## src/rtl/uart_rx.sv

```systemverilog
// 8N1 UART receiver: 2-FF synchronized input, free-running 16x oversample tick,
// mid-bit sampling, one-cycle rx_done / frame_err strobes.
module uart_rx #(
    parameter int CLK_FREQ   = 100_000_000,
    parameter int BAUD       = 9600,
    parameter int OVERSAMPLE = 16,
    parameter int TICK_DIV   = CLK_FREQ / (BAUD * OVERSAMPLE)
) (
    input  logic       clk,
    input  logic       reset,
    input  logic       rxd,
    output logic [7:0] rx_data,
    output logic       rx_done,
    output logic       rx_busy,
    output logic       frame_err
);

    localparam int TW = (TICK_DIV > 1) ? $clog2(TICK_DIV) : 1;

    typedef enum logic [1:0] {IDLE, START, DATA, STOP} state_t;

    state_t        state;
    logic          rx_meta;
    logic          rx_s;
    logic          rx_prev;
    logic [TW-1:0] tick_cnt;
    logic          tick;
    logic [3:0]    samp_cnt;
    logic [2:0]    bit_cnt;
    logic [7:0]    shreg;

    assign tick = (tick_cnt == TW'(TICK_DIV - 1));

    always_ff @(posedge clk) begin
        if (!reset) begin
            rx_meta   <= 1'b1;
            rx_s      <= 1'b1;
            rx_prev   <= 1'b1;
            tick_cnt  <= '0;
            samp_cnt  <= '0;
            bit_cnt   <= '0;
            shreg     <= '0;
            state     <= IDLE;
            rx_data   <= 8'h00;
            rx_done   <= 1'b0;
            rx_busy   <= 1'b0;
            frame_err <= 1'b0;
        end else begin
            rx_meta   <= rxd;
            rx_s      <= rx_meta;
            rx_prev   <= rx_s;
            tick_cnt  <= tick ? '0 : tick_cnt + 1'b1;
            rx_done   <= 1'b0;
            frame_err <= 1'b0;

            case (state)
                IDLE: begin
                    // Only a 1->0 transition starts a frame, so a held-low break is ignored.
                    if (rx_prev && !rx_s) begin
                        state    <= START;
                        samp_cnt <= '0;
                        rx_busy  <= 1'b1;
                    end
                end
                START: begin
                    if (tick) begin
                        if (samp_cnt == 4'd7) begin
                            samp_cnt <= '0;
                            if (!rx_s) begin
                                state   <= DATA;
                                bit_cnt <= '0;
                            end else begin
                                state   <= IDLE;
                                rx_busy <= 1'b0;
                            end
                        end else begin
                            samp_cnt <= samp_cnt + 1'b1;
                        end
                    end
                end
                DATA: begin
                    if (tick) begin
                        samp_cnt <= samp_cnt + 1'b1;
                        if (samp_cnt == 4'd15) begin
                            shreg   <= {rx_s, shreg[7:1]};
                            bit_cnt <= bit_cnt + 1'b1;
                            if (bit_cnt == 3'd7) begin
                                state    <= STOP;
                                samp_cnt <= '0;
                            end
                        end
                    end
                end
                STOP: begin
                    if (tick) begin
                        if (samp_cnt == 4'd15) begin
                            if (rx_s) begin
                                rx_data <= shreg;
                                rx_done <= 1'b1;
                            end else begin
                                frame_err <= 1'b1;
                            end
                            state    <= IDLE;
                            samp_cnt <= '0;
                            rx_busy  <= 1'b0;
                        end else begin
                            samp_cnt <= samp_cnt + 1'b1;
                        end
                    end
                end
                default: begin
                    state   <= IDLE;
                    rx_busy <= 1'b0;
                end
            endcase
        end
    end

endmodule

```

## config.mk

```make
export PLATFORM = sky130hd
export DESIGN_NAME = uart_rx
export DESIGN_NICKNAME = d
export VERILOG_FILES = /design/src/rtl/uart_rx.sv
export SDC_FILE = /design/constraint.sdc
export NUM_CORES = 1
export LEC_CHECK = 0
export CAP_MARGIN = 40
export CORE_MARGIN = 2
export CORE_UTILIZATION = 34
export CTS_CLUSTER_DIAMETER = 60
export DETAILED_ROUTE_END_ITERATION = 7
export PLACE_DENSITY = 0.63
export SKIP_LAST_GASP = 1
export SYNTH_ARGS = -nofsm -noshare
export SYNTH_HDL_FRONTEND = slang
export SYNTH_SLANG_ARGS = --single-unit
```

## constraint.sdc

```tcl
create_clock -name clk -period 1.5 [get_ports clk]
set_clock_uncertainty 0.05 [all_clocks]
set_input_delay 0.225 -clock clk [delete_from_list [all_inputs] [get_ports clk]]
set_output_delay 0.225 -clock clk [all_outputs]
set_load 0.01 [all_outputs]
```

==> flow_summary.json <==
{
  "status": "complete, but fails checks",
  "violations": "setup timing",
  "r2r-start": "tick_cnt[5]",
  "ys_cells": 216,
  "ys_sh_adder_pct": 3.353,
  "layout.cells.most_common": "buf_4",
  "seq_area_sq_um": 835.8,
  "min_from": "rx_meta",
  "hold_class": "reg2reg",
  "synth_top_area_share_pct": 44.00,
  "final-setup-viol-count": 16,
  "antenna_found_initial": 0,
  "whs_endpoint": "rx_s",
  "clockBufferDepth": 2,
  "finalHoldViolCount": 0,
  "logic_area_sq_um": 1155,
  "fmax_ghz": 0.5936,
  "dieArea_sq_um": 6096,
  "drt_iter0_markers": 83,
  "design_area_sq_um": 2666,
  "power_mw": 2.096,
  "fin_crit_ns": 1.685,
  "grt_pass1_wl_mm": 7.693,
  "syn_area_per_cell_sq_um": 8.637,
  "vias_per_cell": 5.219,
  "ys_warn_count": 0,
  "end_kind": "flip-flop",
  "clock_sinks": 41,
  "drtPass1Iterations": 4,
  "largest_area_cell": "dfxtp_1",
  "synth-main-ff-cell": "dfxtp_1",
  "drcViolationCount": 0,
  "htree_levels": 2,
  "die_width_um": 78.08,
  "port-buffer-count": 13,
  "yosysUniqueCellTypes": 44,
  "layout.nets": 276,
  "maxCapViolations": 0,
  "tritoncts": "done",
  "synth_cells": 216,
  "relSlewSlack_pct": 74.15,
  "rsz0062_at_grt": "yes",
  "grt-ovfl-total": 0,
  "slew_violations": 0,
  "comb_power_share_pct": 5.2,
  "internal_power_mw": 1.638,
  "netlist_area_sq_um": 1866,
  "cts_inserted_buffers": 5,
  "clock_latency_ns": 0.30,
  "rr_endpoint": "bit_cnt[1]",
  "cts-root-buf": "clkbuf_8",
  "drtAntennaViolNets": 0,
  "io_pins": 14,
  "setup_ws_ns": -0.1848,
  "areaGrowthSynthToFinish_pct": 42.92,
  "simple_gate_share_pct": 26.83,
  "r2r_slack_ns": -0.18,
  "synthArstFlopShare_pct": 0,
  "hpwl_mm": 3.215,
  "fin_crit_sh_pct": 112.3,
  "drive_gt1_share_pct": 34.33,
  "crit_type": "reg2reg",
  "top_cells_by_area": "dfxtp_1 (44%), nand3_1 (6.4%), a21oi_1 (5.9%)",
  "sw_frac_of_total_pct": 21.84,
  "antennaDiodeCount": 0,
  "wirelength_mm": 4.741,
  "start_kind": "flip-flop",
  "p_seq_share_pct": 53.1,
  "peakVddDrop_mv": 0.5391,
  "ys_ff": 41,
  "mux_share_pct": 0.5366,
  "vias": 1764,
  "tool_warnings": 30,
  "place.gp.congestion": 0.8129,
  "critPathRequiredTime_ns": 1.62,
  "layout_top_cells": "buf_4 (38), dfxtp_1 (31), nand3_1 (19), o21ai_0 (18), a21oi_1 (16)",
  "ys_area_sq_um": 1866,
  "core_sq_um": 5205,
  "die_y_um": 78.08,
  "fillers": 493,
  "ys_top_logic_family": "simple AND/OR/NAND/NOR gates",
  "grt_pass1_vias": 1641,
  "grt_max_degree": 24,
  "r2r_cells": 7,
  "dpl-instance-area_sq_um": 2342,
  "p_clk_share_pct": 41.8,
  "fp_nets": 224,
  "worst_pin_slew_ns": 0.3877,
  "ys_sh_aoi_pct": 18.38,
  "p_sw_mw": 0.4579,
  "crit_fanout": 11,
  "rows": 26,
  "synth-edff-count": 0,
  "synth_seq_share_pct": 44.00,
  "cp.arrival_ns": 1.81,
  "ys_sh_xor_pct": 4.225,
  "hold_depth": 1,
  "fp-utilization_pct": 35.84,
  "clk_pin_slew_worst_paths_ns": 0.08,
  "power_leakage_nw": 0.9853,
  "powerDensity_nw_per_um2": 786.2
}
-- cell type report --
class / count / area share [%]
multi-input cells: 162 / 43.31
inverters: 3 / 0.4223
clock buffers: 5 / 2.581
clock inverters: 2 / 1.314
well taps: 70 / 3.285
repair buffers: 55 / 17.74
flip-flops and latches: 41 / 31.35
-- worst max path at each step --
| stage | from | endpoint | depth (start not counted) |
|---|---|---|---|
| after detailed placement | tick_cnt[0] | flip-flop | 6 |
| after CTS | tick_cnt[8] | bit_cnt[1] | 5 |
| after floorplan | tick_cnt[7] | bit_cnt[1] | 4 |
| final | tick_cnt[5] | bit_cnt[1] | 7 |
| after global placement | reset | samp_cnt[3] | 5 |
| after global routing | tick_cnt[5] | bit_cnt[1] | 7 |
-- stage by stage --
stage                     utilization [%]  hold WS (ns)  cells  TNS [ns]  setup slack [ns]
after floorplan                         -        0.2765    216   -0.4115          -0.04951
after global routing                51.23        0.3742    338    -4.235           -0.3403
after detailed placement            45.00        0.3425    328    -2.573           -0.1510
final                               51.23        0.3623    338    -1.474           -0.1848
after CTS                           48.99        0.3636    337    -2.125          -0.09889
after global placement              45.00        0.3413    328    -1.813           -0.1398
-- timing repair --
action / in CTS / in global routing
buffers inserted: 1 / 1
gates cloned: 1 / 0
gates resized: 26 / 28
endpoints found under the setup margin: 36 / 43
endpoints found under the hold margin: 0 / 0
pin swaps: 10 / 11
hold buffers: 0 / 0
-- metal layers --
metal  vias to the layer above  part of all wire, %  global-route usage [%]  routed length (um)
li1                        888                    -                       -                   -
met1                       839                   47                   20.89                2226
met2                        29                   48                   25.60                2276
met3                         8                  3.1                   3.678                 149
met4                         0                  1.9                   6.316                  88
met5                         -                    0                       0                   0
-- worst max-delay path: stages (launching register included) --
cell     delay [ns]
dfxtp_4        0.34
buf_4          0.15
nor3b_4        0.22
buf_4          0.14
nand4_1        0.10
buf_4          0.19
o21ai_0        0.28
a21oi_2        0.10
-- power by group through the flow --
| stage | Combinational (mW) | Clock, mW | Sequential (mW) |
|---|---|---|---|
| floorplan | 0.0486 | 0 | 1.14 |
| global placement | 0.101 | 0 | 1.13 |
| detailed placement | 0.101 | 0 | 1.14 |
| CTS | 0.106 | 0.898 | 1.11 |
| global route | 0.118 | 0.935 | 1.11 |
| finish | 0.108 | 0.876 | 1.11 |
-- flip-flops by register name, summed over array words and instances, names as in the netlist, named ones only --
name and count:
frame_err 1, state 1, rx_s 1, samp_cnt 4, rx_done 1, rx_data 8
rx_prev 1, tick_cnt 10, shreg 8, rx_busy 1, rx_meta 1, bit_cnt 3
-- cells by family after synthesis --
group                    count (synthesis)
multiplexers                             1
buffers and inverters                   13
adder cells (fa/ha/maj)                  5
flip-flops                              41
AND/OR/NAND/NOR                         88
AND-OR/OR-AND                           59
XOR/XNOR                                 9
-- cells in the mapped netlist, types with 2 or more instances --
library cell   n
nand2_1       15
ha_1           5
nor2_1        13
nand4_1        4
and3_1         2
o31a_1         2
xor2_1         2
nor3b_1        2
a211oi_1       2
nor3_1         4
nand2b_1       4
dfxtp_1       41
buf_1          2
xnor2_1        7
o211ai_1       3
o21ai_0       22
or2_2          3
nor4b_2        2
nand3_1       24
a21oi_1       22
and2_1         4
inv_1          3
clkbuf_1       7
Figure 1. Track usage over the die.
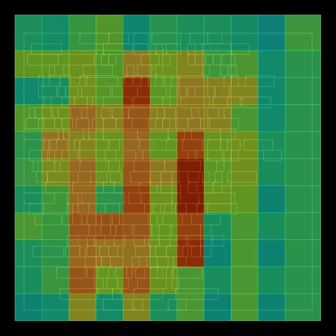
total global routing track utilization: 15.98%
average wire per cell in the routed design: 14.03 um
GR Util met1: 20.89%

Figure 2. Cell classes on the final placement.
Drawn at 4 px/um. Fill, decap, tap and diode cells in gray.
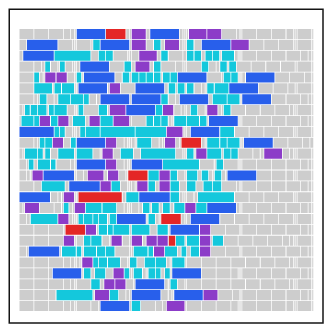
color	class	cells	share of their area
purple	remaining buffers and delay cells	55	18%
cyan	combinational and other logic	165	45%
blue	sequential cells	41	32%
red	clock drivers and dummy loads	7	4.0%

Figure 3. Selected gate families.
Drawn at 4 px/um.
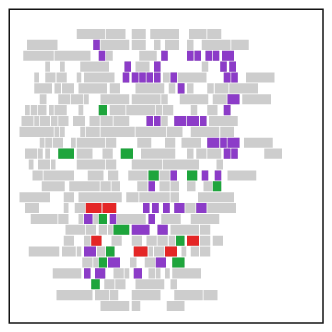
color	family	cells
red	non-inverting ao/oa cells	6
green	and/or cells	13
purple	aoi and oai cells	53

No activity file was given, so power comes from the tool's default toggle rates.
